$ cat src/rtl/pkt_arb_mux.sv
// N-channel packet-level stream multiplexer: one channel is granted for a whole
// packet (through its last beat), feeding a single registered output stage.
module pkt_arb_mux #(
    parameter int N_CH     = 4,
    parameter int DATA_W   = 8,
    parameter int ARB_MODE = 0,
    parameter int SEL_W    = $clog2(N_CH)
) (
    input  logic                     clk,
    input  logic                     rst_n,
    input  logic [N_CH-1:0]          s_valid,
    input  logic [N_CH-1:0]          s_last,
    input  logic [N_CH*DATA_W-1:0]   s_data,
    output logic [N_CH-1:0]          s_ready,
    output logic                     m_valid,
    output logic                     m_last,
    output logic [DATA_W-1:0]        m_data,
    output logic [SEL_W-1:0]         m_sel,
    input  logic                     m_ready
);

    typedef enum logic {
        IDLE,
        BUSY
    } state_t;

    state_t            state;
    state_t            state_next;
    logic [SEL_W-1:0]  grant;
    logic [SEL_W-1:0]  grant_next;
    logic [SEL_W-1:0]  rr_ptr;
    logic [SEL_W-1:0]  rr_ptr_next;
    logic [SEL_W-1:0]  winner;

    logic [N_CH-1:0]   hi_mask;
    logic [N_CH-1:0]   masked_valid;
    logic [N_CH-1:0]   search_vec;
    logic              found;

    logic              ld;
    logic              in_xfer;
    logic              g_valid;
    logic              g_last;
    logic [DATA_W-1:0] g_data;

    // Round-robin search: requests at or above rr_ptr take precedence; if none,
    // fall back to the lowest request overall, which gives the wrap-around.
    always_comb begin
        for (int unsigned i = 0; i < N_CH; i++) begin
            hi_mask[i] = (i >= 32'(rr_ptr));
        end
        masked_valid = s_valid & hi_mask;
        if (ARB_MODE == 0 && masked_valid != '0) begin
            search_vec = masked_valid;
        end else begin
            search_vec = s_valid;
        end
        winner = '0;
        found  = 1'b0;
        for (int unsigned i = 0; i < N_CH; i++) begin
            if (!found && search_vec[i]) begin
                winner = SEL_W'(i);
                found  = 1'b1;
            end
        end
    end

    always_comb begin
        g_valid = 1'b0;
        g_last  = 1'b0;
        g_data  = '0;
        for (int unsigned i = 0; i < N_CH; i++) begin
            if (grant == SEL_W'(i)) begin
                g_valid = s_valid[i];
                g_last  = s_last[i];
                g_data  = s_data[i*DATA_W +: DATA_W];
            end
        end
    end

    assign ld      = !m_valid || m_ready;
    assign in_xfer = (state == BUSY) && ld && g_valid;

    always_comb begin
        for (int unsigned i = 0; i < N_CH; i++) begin
            s_ready[i] = (state == BUSY) && ld && (grant == SEL_W'(i));
        end
    end

    always_comb begin
        state_next  = state;
        grant_next  = grant;
        rr_ptr_next = rr_ptr;
        case (state)
            IDLE: begin
                if (s_valid != '0) begin
                    grant_next = winner;
                    state_next = BUSY;
                end
            end
            BUSY: begin
                if (in_xfer && g_last) begin
                    state_next  = IDLE;
                    rr_ptr_next = (grant == SEL_W'(N_CH - 1)) ? '0 : grant + SEL_W'(1);
                end
            end
            default: state_next = IDLE;
        endcase
    end

    always_ff @(posedge clk) begin
        if (!rst_n) begin
            state  <= IDLE;
            grant  <= '0;
            rr_ptr <= '0;
        end else begin
            state  <= state_next;
            grant  <= grant_next;
            rr_ptr <= rr_ptr_next;
        end
    end

    // Output register: a drained beat clears valid only; data/last/sel hold.
    always_ff @(posedge clk) begin
        if (!rst_n) begin
            m_valid <= 1'b0;
            m_last  <= 1'b0;
            m_data  <= '0;
            m_sel   <= '0;
        end else if (in_xfer) begin
            m_valid <= 1'b1;
            m_last  <= g_last;
            m_data  <= g_data;
            m_sel   <= grant;
        end else if (m_ready) begin
            m_valid <= 1'b0;
        end
    end

endmodule

$ cat config.mk
export PLATFORM = sky130hd
export DESIGN_NAME = pkt_arb_mux
export DESIGN_NICKNAME = d
export VERILOG_FILES = /design/src/rtl/pkt_arb_mux.sv
export SDC_FILE = /design/constraint.sdc
export NUM_CORES = 1
export LEC_CHECK = 0
export ABC_AREA = 1
export CORE_MARGIN = 2
export CORE_UTILIZATION = 30
export DETAILED_ROUTE_END_ITERATION = 7
export MAX_ROUTING_LAYER = met4
export SLEW_MARGIN = 10
export SYNTH_ARGS = -nofsm -noshare
export SYNTH_HDL_FRONTEND = slang
export SYNTH_SLANG_ARGS = --single-unit
export TNS_END_PERCENT = 20
$ cat constraint.sdc
create_clock -name clk -period 3.81 [get_ports clk]
set_input_delay 0.762 -clock clk [delete_from_list [all_inputs] [get_ports clk]]
set_output_delay 0.762 -clock clk [all_outputs]
set_load 0.005 [all_outputs]
### Close-up of the layout, run 1

Window x 18 to 48, y 18 to 48 um. Cells in gray, sequential cells in the stronger gray; small squares are vias.
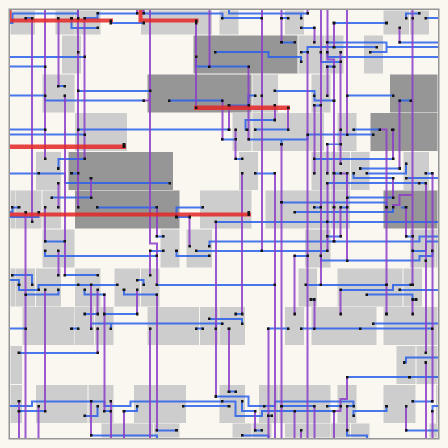
[M2] purple
[M3] red
[M1] blue
most frequent: nand2_1 (12), nor2_1 (9), o21ai_0 (9)
netlist names of flops here include: `m_data` (3)
sequential cells in the window: 6
cells with their middle in the window: 67

### Wiring heat map, run 1

(4 px per um) 13 x 13 tiles, from dark purple (low) to yellow (high), scaled to the fullest tile. Values are wire area over tile area, all layers added.
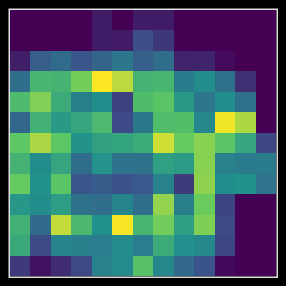
emptiest ninth of the die: north-east
nearly empty tiles: 19%
tiles over half the peak: 36%
mean over tiles: 0.12

### Routed metal, one color a layer, run 1

(6 px per um) Two of the layers only.
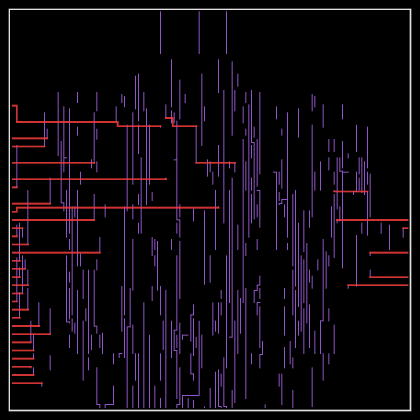
[M2] purple | wire length: 1,590 um
[M3] red | wire length: 251 um
All-Layer GR Usage: 0.162
wirelength, routed: 3390 um
via count: 1,306
routed wirelength normalized by instance count: 11.8 um

==> deck_impl_summary.md, run 1 <==
Implementation Results

Floorplan
  • Die outline area: 0.00444 mm^2
  • Row Count: 22

STA
  • Final min period: 2900 ps
  • Max-slew violations: 0
  • RSZ-0062 raised after global routing: false
  • Fmax achieved: 0.345 GHz
  • Setup violation total in the final timing report: 0

Cells and area
  • Number of sequential storage elements: 17
  • Clock Buffer Count: 4
  • Proportion of cell area spent on the clock network: 0.0250
  • Most frequently placed logic cell in the final layout: sky130_fd_sc_hd__clkdlybuf4s50_1

Placed design
  • Placed Cells: 284
  • Final HPWL DP: 2660 um

Setup path
  • Arrival time worst endpoint: 2130 ps

Synthesis
  • Area fraction of the dominant cell type after synthesis: 0.289
  • Cell taking the most area after synthesis: sky130_fd_sc_hd__dfxtp_1
  • Sequential share of the synthesized area: 0.289

Outcome
  • Status: finished clean

Hold path
  • Class of the most critical hold timing path: reg -> reg

Clock tree
  • Clock-pin slew on the worst setup and hold paths: 70 ps
  • H-tree levels: 1

Power and ir drop
  • Leakage power: 0.751 nW
run 1: worst paths after layout:
check | end | slack (ps) | cells past startpoint
worst min register to register | m_last | 470 | 2
worst min-delay path | m_last | 470 | 2
worst max register to register | m_data[6] | 1500 | 8
worst max-delay path | s_ready[2] | 910 | 5
run 1: power by group through the flow:
stage               clock network, mW  logic [mW]  registers [mW]
floorplan                           0       0.134           0.218
global placement                    0       0.238           0.219
detailed placement                  0       0.237           0.218
CTS                             0.136       0.239           0.215
global route                    0.145       0.263           0.218
finish                          0.133       0.235           0.215
run 1: sequential cells by signal, indices dropped and copies added, names as in the netlist:
register / cells
m_sel: 2
m_valid: 1
state: 1
grant: 2
m_last: 1
m_data: 8
rr_ptr: 2
### Gate-type map, run 1

(6 px per um)
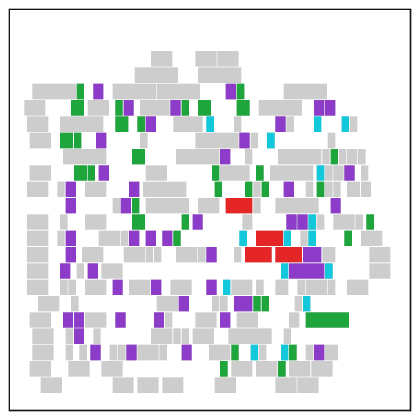

==> inputs of run 2 (changes only) <==
==> constraint.sdc (replaced) <==
create_clock -name clk -period 2.86 [get_ports clk]
set_input_delay 0.572 -clock clk [delete_from_list [all_inputs] [get_ports clk]]
set_output_delay 0.572 -clock clk [all_outputs]
set_load 0.005 [all_outputs]
### Gate-type map, run 2

(6 px per um)
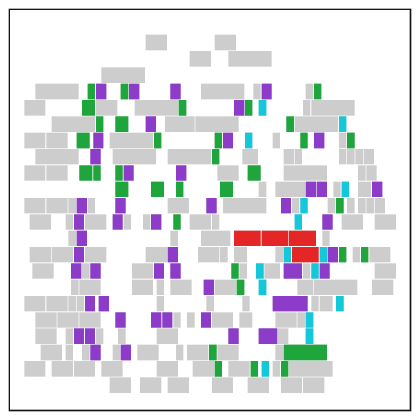
[aoi and oai cells] purple | cells: 47 | most used: o21ai_0
[nor cells] green | cells: 34 | most used: nor2_1 | where: spread over the die
[fa/ha/maj cells] red | cells: 4 | most used: ha_1
[inv cells] cyan | cells: 15 | most used: inv_1
fraction of standard cell area in multi-input logic: 0.394
most frequently placed logic cell in the final layout: sky130_fd_sc_hd__clkdlybuf4s50_1
number of non-filler instances in the completed layout: 291

==> deck_impl_summary.md, run 2 <==
Implementation Results

Cells and area
  • Most flops, register: m_data
  • Clock Buffer Count: 4 (unchanged)
  • Number of flip-flops in the largest register: 8 (unchanged)
  • Proportion of cell area spent on the clock network: 0.0247 (-0.000309)
  • Number of sequential storage elements: 17 (unchanged)

Floorplan
  • Row Count: 22 (unchanged)

GRT
  • All-Layer GR Usage: 0.169 (+0.00707)

Clock tree
  • Clock-pin slew on the worst setup and hold paths: 70 ps (about the same)

Synthesis
  • Sequential share of the synthesized area: 0.289 (unchanged)
  • Area fraction of the dominant cell type after synthesis: 0.289 (unchanged)
  • Cell taking the most area after synthesis: sky130_fd_sc_hd__dfxtp_1

Power and ir drop
  • Reported combinational group power: 0.319 mW (+36%)
  • Top contributor to total power: combinational logic
  • Power of the sequential group: 0.286 mW (+33%)

Hold path
  • Number of stages on the worst hold path: 2 (unchanged)

Outcome
  • Status: finished clean

Routing
  • Wirelength, routed: 3420 um (+0.86%)

Setup path
  • End of the worst register-to-register path: m_data[0]
  • Worst Reg2Reg Path Length in Cells: 8 (unchanged)
  • Arrival time worst endpoint: 2080 ps (-50 ps)
  • Slack of the worst reg-to-reg path: 810 ps (-690 ps)

Placed design
  • Placed Cells: 287 (+1.1%)
  • Final HPWL DP: 2750 um (+3.3%)

STA
  • RSZ-0062 raised after global routing: false
  • Max-slew violations: 0 (unchanged)
  • Setup violation total in the final timing report: 0 (unchanged)
  • Fmax achieved: 0.378 GHz
-- run 2: kinds of logic (layout without fill, tap and decap cells) --
family | after synthesis | in the layout | synth area share
AND-OR/OR-AND | 47 | 47 | 0.216
adder cells (fa/ha/maj) | 4 | 4 | 0.0426
buffers and inverters | 23 | 80 | 0.0989
flip-flops | 17 | 17 | 0.289
AND/OR/NAND/NOR | 95 | 95 | 0.353
-- run 2: worst max-delay path: stages, from the launching register on --
cell and delay [ps]:
sky130_fd_sc_hd__dfxtp_1 360, sky130_fd_sc_hd__inv_1 110, sky130_fd_sc_hd__ha_1 410, sky130_fd_sc_hd__inv_1 270, sky130_fd_sc_hd__nor2_1 160, sky130_fd_sc_hd__clkdlybuf4s50_1 510
Power is estimated from default activity; no workload was simulated.
